--- src/rtl/snake_pkg.sv ---
// snake_pkg: shared game-state encoding, digit indices and 7-segment patterns
package snake_pkg;
   typedef enum logic [1:0] {
      RESTART = 2'b00,
      START   = 2'b01,
      PLAY    = 2'b10,
      DIE     = 2'b11
   } game_status_t;
   typedef logic [1:0] digit_idx_t;
   localparam digit_idx_t DIG_UNITS    = 2'd0;
   localparam digit_idx_t DIG_TENS     = 2'd1;
   localparam digit_idx_t DIG_HUNDREDS = 2'd2;
   localparam logic [6:0] SEG7_0    = 7'b1000000;
   localparam logic [6:0] SEG7_1    = 7'b1111001;
   localparam logic [6:0] SEG7_2    = 7'b0100100;
   localparam logic [6:0] SEG7_3    = 7'b0110000;
   localparam logic [6:0] SEG7_4    = 7'b0011001;
   localparam logic [6:0] SEG7_5    = 7'b0010010;
   localparam logic [6:0] SEG7_6    = 7'b0000010;
   localparam logic [6:0] SEG7_7    = 7'b1111000;
   localparam logic [6:0] SEG7_8    = 7'b0000000;
   localparam logic [6:0] SEG7_9    = 7'b0010000;
   localparam logic [6:0] SEG7_DASH = 7'b0111111;
   localparam logic [6:0] SEG7_OFF  = 7'b1111111;
endpackage

--- src/rtl/seg7_score_scan_if.sv ---
// seg7_score_scan_if: score/status inputs and segment/digit pins of the display scanner
interface seg7_score_scan_if;
   import snake_pkg::*;
   logic [11:0]  bcd_data;
   game_status_t game_status;
   logic [7:0]   seg_n;
   logic [2:0]   dig_n;
   modport master (output bcd_data, game_status, input seg_n, dig_n);
   modport slave (input bcd_data, game_status, output seg_n, dig_n);
endinterface

--- src/rtl/seg7_score_scan_bcd_to_seg7.sv ---
// bcd_to_seg7: one BCD nibble to an active-low g..a pattern, dash for non-decimal codes
module bcd_to_seg7
   import snake_pkg::*;
(
   input  logic [3:0] nib,
   output logic [6:0] seg
);
   // nibble lookup; anything above 9 is shown as a dash
   always_comb begin
      case (nib)
         4'd0:    seg = SEG7_0;
         4'd1:    seg = SEG7_1;
         4'd2:    seg = SEG7_2;
         4'd3:    seg = SEG7_3;
         4'd4:    seg = SEG7_4;
         4'd5:    seg = SEG7_5;
         4'd6:    seg = SEG7_6;
         4'd7:    seg = SEG7_7;
         4'd8:    seg = SEG7_8;
         4'd9:    seg = SEG7_9;
         default: seg = SEG7_DASH;
      endcase
   end
endmodule

--- src/rtl/seg7_score_scan.sv ---
// seg7_score_scan: 3-digit multiplexed common-anode display with frame latch, blanking, dead time and blink
module seg7_score_scan
   import snake_pkg::*;
#(
   parameter int SCAN_DIV     = 50000,
   parameter int DEAD_CYC     = 500,
   parameter int BLINK_FRAMES = 167
)(
   input logic               clk,
   input logic               rst_n,
   seg7_score_scan_if.slave  bus
);
   localparam int CW = $clog2(SCAN_DIV);
   localparam int FW = $clog2(BLINK_FRAMES + 1);
   localparam logic [CW-1:0] CNT_LAST = CW'(SCAN_DIV - 1);
   localparam logic [CW-1:0] CNT_DEAD = CW'(DEAD_CYC);
   localparam logic [FW-1:0] FRM_LAST = FW'(BLINK_FRAMES - 1);

   logic [CW-1:0] cnt;
   digit_idx_t    idx;
   logic [11:0]   shadow;
   logic [FW-1:0] frm;
   logic          dark;
   logic          slot_end, frame_end, in_die, blank;
   logic [3:0]    nib;
   logic [6:0]    pat;
   logic [2:0]    dig_d;
   logic [7:0]    seg_d;

   assign slot_end  = cnt == CNT_LAST;
   assign frame_end = slot_end && idx == DIG_HUNDREDS;
   assign in_die    = bus.game_status == DIE;

   // slot counter, digit rotation and the once-per-frame score capture
   always_ff @(posedge clk or negedge rst_n) begin
      if (!rst_n) begin
         cnt    <= '0;
         idx    <= DIG_UNITS;
         shadow <= '0;
      end else begin
         cnt <= slot_end ? '0 : cnt + 1'b1;
         if (slot_end)
            idx <= idx == DIG_HUNDREDS ? DIG_UNITS : idx + 1'b1;
         if (frame_end)
            shadow <= bus.bcd_data;
      end
   end

   // game-over blink: leaving DIE clears the phase, which beats a coincident frame count
   always_ff @(posedge clk or negedge rst_n) begin
      if (!rst_n) begin
         frm  <= '0;
         dark <= 1'b0;
      end else if (!in_die) begin
         frm  <= '0;
         dark <= 1'b0;
      end else if (frame_end) begin
         frm <= frm == FRM_LAST ? '0 : frm + 1'b1;
         if (frm == FRM_LAST)
            dark <= ~dark;
      end
   end

   bcd_to_seg7 u_dec (.nib(nib), .seg(pat));

   // digit select plus the three reasons a slot stays dark: dead time, blink, leading zero
   always_comb begin
      nib   = idx == DIG_HUNDREDS ? shadow[11:8] : idx == DIG_TENS ? shadow[7:4] : shadow[3:0];
      blank = cnt < CNT_DEAD || dark
              || (idx == DIG_HUNDREDS && shadow[11:8] == 4'd0)
              || (idx == DIG_TENS && shadow[11:4] == 8'd0);
      dig_d = blank ? 3'b111 : ~(3'b001 << idx);
      seg_d = blank ? {1'b1, SEG7_OFF} : {1'b1, pat};
   end

   // registered pin drivers, all off while in reset
   always_ff @(posedge clk or negedge rst_n) begin
      if (!rst_n) begin
         bus.dig_n <= 3'b111;
         bus.seg_n <= 8'hFF;
      end else begin
         bus.dig_n <= dig_d;
         bus.seg_n <= seg_d;
      end
   end
endmodule

--- src/flat_wrapper.sv ---
// flat-port wrapper written by rule: the top's interface ports become plain ports
module seg7_score_scan_flat import snake_pkg::*;
#(
   parameter int SCAN_DIV     = 50000,
   parameter int DEAD_CYC     = 500,
   parameter int BLINK_FRAMES = 167
)
  (clk, rst_n, bus_bcd_data, bus_game_status, bus_seg_n, bus_dig_n);
  seg7_score_scan_if bus_i ();
  input logic clk;
  input logic rst_n;
  input wire logic [$bits(bus_i.bcd_data)-1:0] bus_bcd_data;
  input wire logic [$bits(bus_i.game_status)-1:0] bus_game_status;
  output wire logic [$bits(bus_i.seg_n)-1:0] bus_seg_n;
  output wire logic [$bits(bus_i.dig_n)-1:0] bus_dig_n;
  assign bus_i.bcd_data = bus_bcd_data;
  assign bus_i.game_status = bus_game_status;
  assign bus_seg_n = bus_i.seg_n;
  assign bus_dig_n = bus_i.dig_n;
  seg7_score_scan #(.SCAN_DIV(SCAN_DIV), .DEAD_CYC(DEAD_CYC), .BLINK_FRAMES(BLINK_FRAMES)) u_core (.clk(clk), .rst_n(rst_n), .bus(bus_i));
endmodule
--- config.mk ---
export PLATFORM = sky130hd
export DESIGN_NAME = seg7_score_scan_flat
export DESIGN_NICKNAME = d
export VERILOG_FILES = /design/src/rtl/snake_pkg.sv /design/src/rtl/seg7_score_scan_if.sv /design/src/rtl/seg7_score_scan_bcd_to_seg7.sv /design/src/rtl/seg7_score_scan.sv /design/src/flat_wrapper.sv
export SDC_FILE = /design/constraint.sdc
export NUM_CORES = 1
export LEC_CHECK = 0
export ABC_AREA = 0
export CAP_MARGIN = 15
export CORE_MARGIN = 3
export CORE_UTILIZATION = 40
export DETAILED_ROUTE_END_ITERATION = 10
export GPL_TIMING_DRIVEN = 0
export PLACE_DENSITY = 0.66
export SYNTH_ARGS = -nofsm -noshare
export SYNTH_HDL_FRONTEND = slang
export SYNTH_SLANG_ARGS = --single-unit
--- constraint.sdc ---
create_clock -name clk -period 5.22 [get_ports clk]
set_clock_uncertainty 0.2 [all_clocks]
set_input_delay 1.044 -clock clk [delete_from_list [all_inputs] [get_ports clk]]
set_output_delay 1.044 -clock clk [all_outputs]
set_load 0.005 [all_outputs]
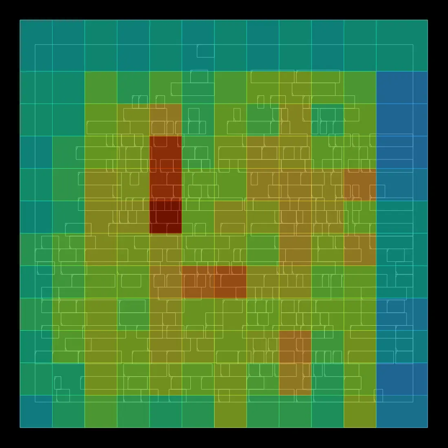
**Above:** run 1 (congestion heat map).
overall global routing resource usage: 14.5%
met2 Use GR: 21.5%
Final Util: 50.4%

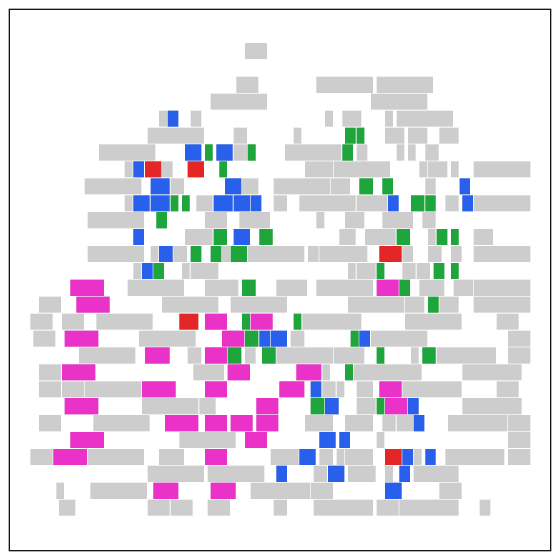
**Above:** run 1 (selected gate families).
family	color	cells
non-inverting ao/oa cells	red	5
aoi and oai cells	blue	34
nand cells	green	39
mux cells	magenta	29

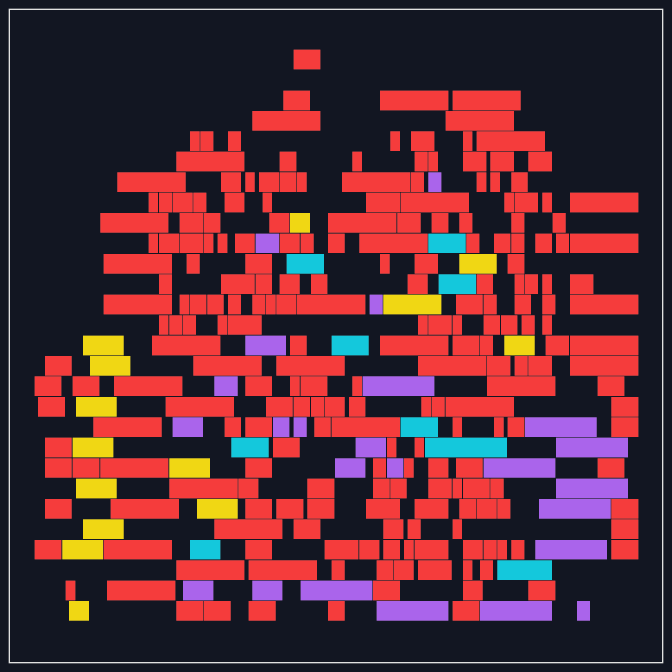
**Above:** run 1 (cell sizes after repair).
size	color	cells
x6 and larger	cyan	9
x2	purple	24
x3 and x4	yellow	14
x1 and smaller	red	227

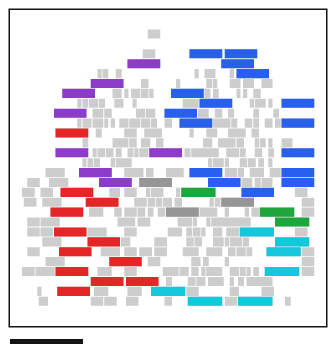
**Above:** run 1 (where the registers sit).
Scale bar: 20 um. Other sequential cells in the stronger gray, the rest of the logic in the fainter gray.
signal	color	flops
u_core.bus.seg_n	cyan	7
u_core.shadow	red	12
u_core.bus.dig_n	green	3
u_core.frm	purple	8
u_core.cnt	blue	16
not colored	3

==> results_slide.txt, run 1 <==
Physical Implementation Snapshot

Status
  – Outcome: completed

Route
  – ANT nets after route: 0
  – DR iter-0 viols: 42
  – First-pass detailed-route iteration total: 4
  – Final WL: 4930 um
  – Met2 WL: 2190 um
  – Via count: 1,857
  – Met3 wire length: 160 um
  – Met1 wire length: 2510 um
  – DRC Markers: 0

Setup path
  – Worst Path Buf+Inv: 3
  – FF-to-FF setup slack: approximately 2.4 ns
  – CP Launch Point: u_core.idx[1]
  – Crit path largest cell delay: 0.58 ns
  – Crit. End Element: register

Power
  – Switching portion of total power: about a fifth
  – Clock Power: 283 uW
  – Clock network power share: 39.4%
  – P_leak: 1.28 nW
  – Worst vdd ir: 163 uV
  – Net Sw Power: 153 uW
  – Sequential power share: 54.2%

Finish
  – Share of cells above drive strength 1: 17.2%
  – Reg area: 0.00124 mm2
  – Comb gate area: 0.00130 mm2
  – Nets: a little under 300
  – Largest Register: u_core.cnt
  – N_diodes: 0
  – Filler instances: 556
  – Top logic cell by instance count in the layout: dfrtp_1
  – Area growth, synth to finish: 18.3%

Floorplanning
  – Die X: 86.8 um

Logic synthesis
  – Top cell type by instance count after synthesis: dfrtp_1
  – Post-synth top cells: 39 x dfrtp_1, 15 x mux2i_1, 15 x nand2_1, 14 x o21ai_0, 13 x nor2_1
  – Post-Syn Area: 0.00261 mm2
  – Yosys reg bits: 49

Global routing
  – Met3 Usage GRT: 3.71%
  – First-pass GRT wire length: 8650 um
  – M1 GR Usage: 20.7%
  – Gr busiest metal: met2

STA
  – Final Critical Period: around 2.9 ns
  – TNS Setup: 0 ns
  – RSZ-0062 raised after global routing: no
  – Actual slew at the worst max-slew pin: 1.02 ns

Clock tree
  – CTS tree: built
  – Clk sinks: about 49
  – Total CTS buffers: 5
  – Post-CTS Resized: 0

Place
  – Placed Instances: 341
  – Dpl hpwl: about 3700 um
  – Setup WS pre-CTS: 2.24 ns

Run
  – MaxCap Viol Count: 0
## run 1: area by class of cell
cell class / instances / area share [%]
inverter: 9 / 1.09
buffer: 7 / 1.33
multi-input combinational: 175 / 42.0
sequential: 49 / 40.0
clock buffer: 6 / 2.67
tap: 75 / 3.03
timing repair buffer: 26 / 8.58
clock inverter: 2 / 1.21
## run 1: cell families (layout without fill, tap and decap cells)
group,after synthesis,after routing,synth area share [%]
adder cells (fa/ha/maj),8,8,3.83
XOR/XNOR,12,12,4.02
AND-OR/OR-AND,39,39,9.67
AND/OR/NAND/NOR,86,86,19.0
other,1,1,0.143
flip-flops,49,49,47.4
multiplexers,29,29,13.1
buffers and inverters,16,50,2.87
==> run 2: changes to the inputs <==
Clock period 5.22 ns to 2.7 ns, I/O delays scaled along.
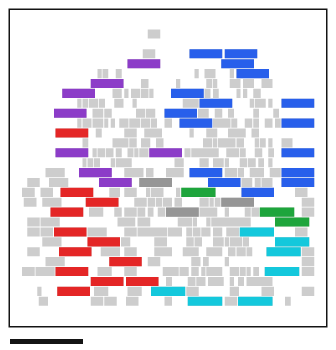
**Above:** run 2 (where the registers sit).
Scale bar: 20 um. Other sequential cells in the stronger gray, the rest of the logic in the fainter gray.
signal	color	flops
u_core.shadow	red	12
u_core.bus.seg_n	cyan	7
u_core.cnt	blue	16
u_core.bus.dig_n	green	3
u_core.frm	purple	8
not colored	3

==> results_slide.txt, run 2 <==
Physical Implementation Snapshot

Place
  – Dpl hpwl: 3680 um
  – Setup WS pre-CTS: -0.135 ns
  – Final RePlAce weighted congestion: around 0.8

Global routing
  – Vias in the first global route: around 1.8k
  – First-pass GRT wire length: 8690 um
  – Overall global routing resource usage: 14.6%
  – Antenna violations before repair: 0
  – Met2 Use GR: 21.7%
  – Largest net degree at the start of global routing: 30
  – Gr busiest metal: met2
  – M1 GR Usage: 20.7%
  – Met3 Usage GRT: around 3.7%

STA
  – Hold Slack: roughly 0.29 ns
  – Final Critical Period: 2.46 ns
  – Fin crit share: 91.0%
  – Actual slew at the worst max-slew pin: 1.06 ns
  – RSZ-0062 raised after global routing: no

Min path
  – Hold Path Class: reg -> reg
  – Hold endpoint: u_core.cnt[0]
  – Worst hold path startpoint: u_core.cnt[0]

Status
  – Outcome: completed

Route
  – First-pass detailed-route iteration total: 4
  – DR iter-0 viols: 65
  – DRC Markers: 0
  – Met1 wire length: 2540 um
  – ANT nets after route: 0
  – Via count: 1,879
  – Final WL: 5010 um
  – Met3 wire length: 173 um
  – Met2 WL: 2240 um

Run
  – MaxCap Viol Count: 0

Logic synthesis
  – Simple Share, Synth: 19.0%
  – Post-synth top cells: 39 x dfrtp_1, 15 x mux2i_1, 15 x nand2_1, 14 x o21ai_0, 13 x nor2_1
  – Ys async rst share: 100%
  – Mux share: 13.1%
  – Post-Syn Area: approximately 0.0026 mm2
  – Post-Syn Nets: 264
  – Yosys reg bits: 49
  – Largest area contributor in the netlist: dfrtp_1
  – Yosys adder share: roughly 3.8%
  – Top cell type by instance count after synthesis: dfrtp_1
  – Mapped Cells: between 200 and 250
  – Aoi share: 9.67%
  – Top non-seq family: simple AND/OR/NAND/NOR gates
  – Synth Area in XOR/XNOR: 4.02%
  – Post-synth top area share: 37.3%

Clock tree
  – H-tree Lvls: 2
  – Total CTS buffers: 5
  – Clk sinks: approximately 50
  – Post-CTS Resized: 2
  – CTS tree: built

Power
  – Clock network power share: 39.2%
  – Int Power: 1.09 mW
  – Clock Power: 545 uW
  – Net Sw Power: 295 uW
  – Worst vdd ir: approximately 320 uV
  – Combinational power: 92.3 uW
  – Switching portion of total power: 21.2%
  – Sequential power share: a little over half
  – P_leak: 1.31 nW

Setup path
  – Worst setup SP type: register
  – Critical path's top delay family: simple AND/OR/NAND/NOR gates
  – CP max FO: 7
  – CP endpoint: u_core.frm[7]
  – Worst Path Buf+Inv: 1
  – Req. time, crit path: approximately 2.7 ns
  – Crit path largest cell delay: about 0.57 ns
  – CP Launch Point: u_core.cnt[11]
  – Crit. End Element: register
  – FF-to-FF setup slack: 0.24 ns
  – CP cell instances: or4_4 -> or4_1 -> buf_2 -> o21ai_2 -> o211ai_1

Finish
  – N_diodes: 0
  – Filler instances: 549
  – Nets: 301
  – Top flop regs: u_core.cnt: 16 flops, u_core.shadow: 12 flops, u_core.frm: 8 flops
  – Largest Register: u_core.cnt
  – Share of cells above drive strength 1: roughly 19%
  – Top logic cell by instance count in the layout: dfrtp_1
  – Area growth, synth to finish: 20.4%
  – Final Util: 51.3%

Floorplanning
  – Die X: approximately 87 um
  – Die height: 86.8 um
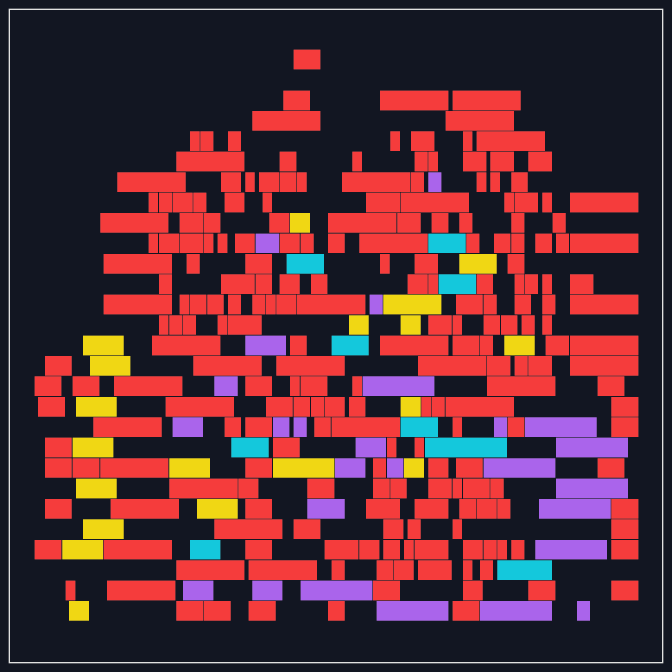
**Above:** run 2 (cell sizes after repair).
size	color	cells
x3 and x4	yellow	19
x6 and larger	cyan	9
x2	purple	26
x1 and smaller	red	224

[run 2: cell count changes in the layout (fill, tap and decap cells not counted)]
cell           change
mux2i_2            +1
mux2i_1            -2
buf_1              -1
mux2i_4            +1
clkbuf_1           -1
clkbuf_4           +1
buf_4              +3
dlygate4sd3_1      +1
clkbuf_2           +1
[run 2: through the flow]
stage,std cells,TNS [ns],cell area [um2]
after floorplan,240,0,2610
after global placement,340,-19.22,2960
after detailed placement,341,-0.201,2970
after CTS,350,0,3110
after global routing,353,0,3150
final,353,0,3150
[run 2: cell type report]
class,count,area [um2],area share [%]
plain buffers,7,46.3,1.47
clock buffers,6,82.6,2.62
clock inverters,2,37.5,1.19
inverters,9,33.8,1.07
multi-input cells,175,1320,41.8
flip-flops and latches,49,1240,39.4
well taps,75,93.8,2.98
repair buffers,30,298,9.46
==> run 3: changes to the inputs <==
Settings changed: CORE_UTILIZATION 40 to 30, PLACE_DENSITY 0.66 to 0.54.
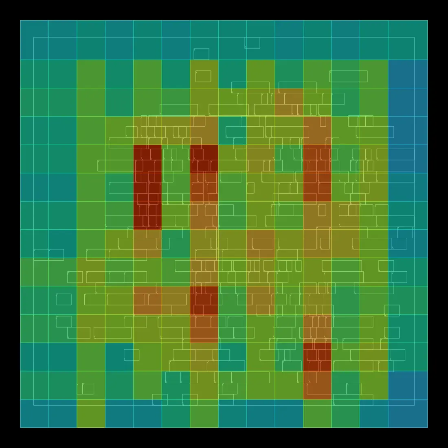
**Above:** run 3 (congestion heat map).
gr busiest metal: met2
met2 Use GR: 16.4%

==> results_slide.txt, run 3 <==
Physical Implementation Snapshot

Logic synthesis
  – Yosys adder share: 3.83%
  – Yosys reg bits: just under 50
  – Synth Area in XOR/XNOR: 4.02%
  – Post-synth top cells: 39 x dfrtp_1, 15 x mux2i_1, 15 x nand2_1, 14 x o21ai_0, 13 x nor2_1
  – Top non-seq family: simple AND/OR/NAND/NOR gates
  – Post-Syn Area: 0.00261 mm2
  – Largest area contributor in the netlist: dfrtp_1
  – Mapped Cells: 240
  – Aoi share: 9.67%
  – Mux share: around an eighth
  – Post-Syn Nets: 264

Finish
  – Largest Register: u_core.cnt
  – Finished Cell Area: around 0.0031 mm2
  – N_diodes: 0
  – Comb gate area: 0.00132 mm2
  – Final std cells w/o fill: 381
  – Final Util: a little under two fifths
  – Nets: 299
  – Area growth, synth to finish: 19.7%
  – Reg area: 0.00124 mm2
  – Filler instances: 807

Place
  – Dpl hpwl: 3840 um
  – Placed Instances: 371
  – Post-DP Area: 0.00301 mm2
  – Final RePlAce weighted congestion: 0.754

Global routing
  – Largest net degree at the start of global routing: 30
  – Overall global routing resource usage: roughly 11%
  – M1 GR Usage: 15.4%
  – First-pass GRT wire length: 8730 um
  – Antenna violations before repair: 0

Setup path
  – Worst setup SP type: register
  – CP max FO: 7
  – Critical path's top delay family: simple AND/OR/NAND/NOR gates
  – CP endpoint: u_core.frm[7]
  – Crit. End Element: register
  – Req. time, crit path: approximately 2.7 ns
  – Crit path largest cell delay: 0.58 ns
  – FF-to-FF setup slack: 0.26 ns
  – CP cell instances: or4b_4 -> or4_1 -> buf_2 -> o21ai_2 -> o211ai_1
  – CP Launch Point: u_core.cnt[7]
  – Worst Path Buf+Inv: 1

STA
  – Fin crit share: 90.4%
  – Final Hold Fails: 2
  – Final Critical Period: 2.44 ns
  – TNS Setup: 0 ns
  – Hold Slack: -0.00138 ns

Route
  – ANT nets after route: 0
  – DR iter-0 viols: 43
  – First-pass detailed-route iteration total: 4
  – Via count: 1,826
  – DRC Markers: 0
  – Final WL: 5130 um

Clock tree
  – Total CTS buffers: 5
  – H-tree Lvls: 2
  – CTS tree: built
  – Clk sinks: 49

Status
  – Failing checks: hold timing
  – Outcome: finished, violations left

Floorplanning
  – Die height: 99.3 um

Power
  – Clock network power share: 32.6%
  – P_leak: 1.28 nW
  – Net Sw Power: about 280 uW
  – Int Power: 972 uW
  – Sequential power share: about 60%

Run
  – MaxCap Viol Count: 0
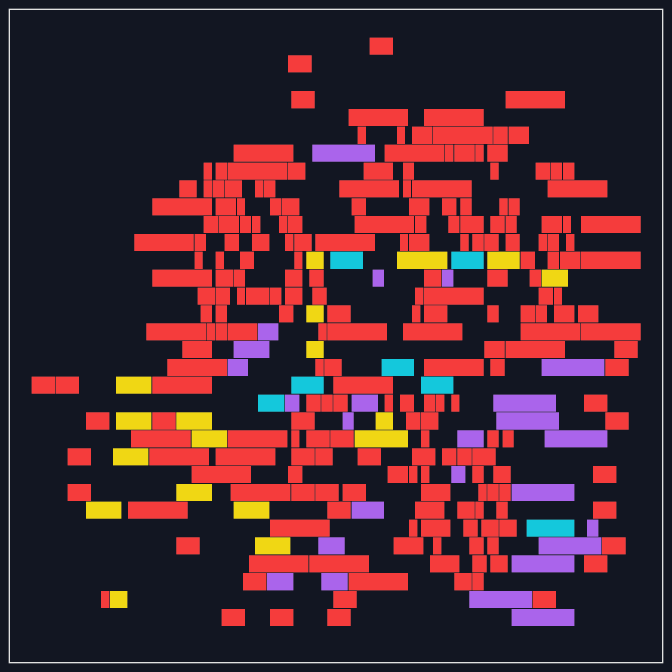
**Above:** run 3 (cell sizes after repair).
size	color	cells
x1 and smaller	red	226
x2	purple	25
x3 and x4	yellow	18
x6 and larger	cyan	7

## run 3: cell counts after synthesis
No cell type changed its count.
## run 3: power by group through the flow
stage          Sequential, mW  Clock (mW)  Combinational [mW]
5_1_grt                 0.753       0.461               0.103
4_1_cts                 0.752       0.429              0.0917
3_5_place_dp            0.766           0              0.0908
6_report                0.752       0.407              0.0915
3_3_place_gp            0.766           0              0.0872
2_1_floorplan           0.762           0              0.0424
## run 3: final cells by class
class	instances	share of cell area (%)
Clock inverter	1	0.120
Multi-Input combinational cell	175	42.1
Tap cell	105	4.20
Timing Repair Buffer	29	9.20
Clock buffer	7	2.44
Sequential cell	49	39.6
Buffer	6	1.32
Inverter	9	1.08
## run 3: layer usage
metal	routed length (um)	share of wire (%)
met5	0	0
met2	2270	44
met4	93	1.8
met3	167	3.3
met1	2590	51

==> gallery <==
Wiring by layer.
Only two layers are drawn.
image #1
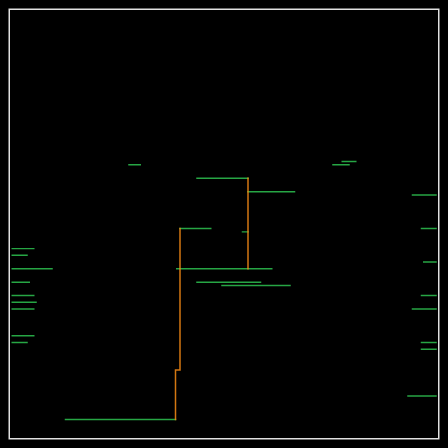
image #2
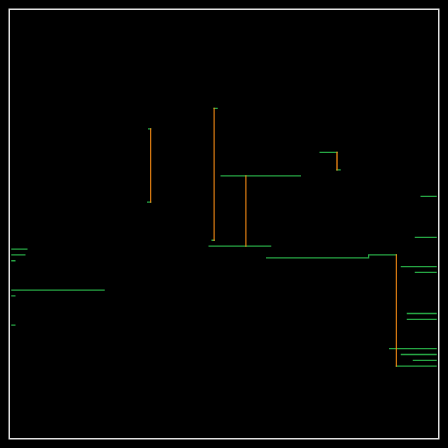
Image #1 is run 2.
Image #2 is run 3.

Power and IR drop assume default switching activity.
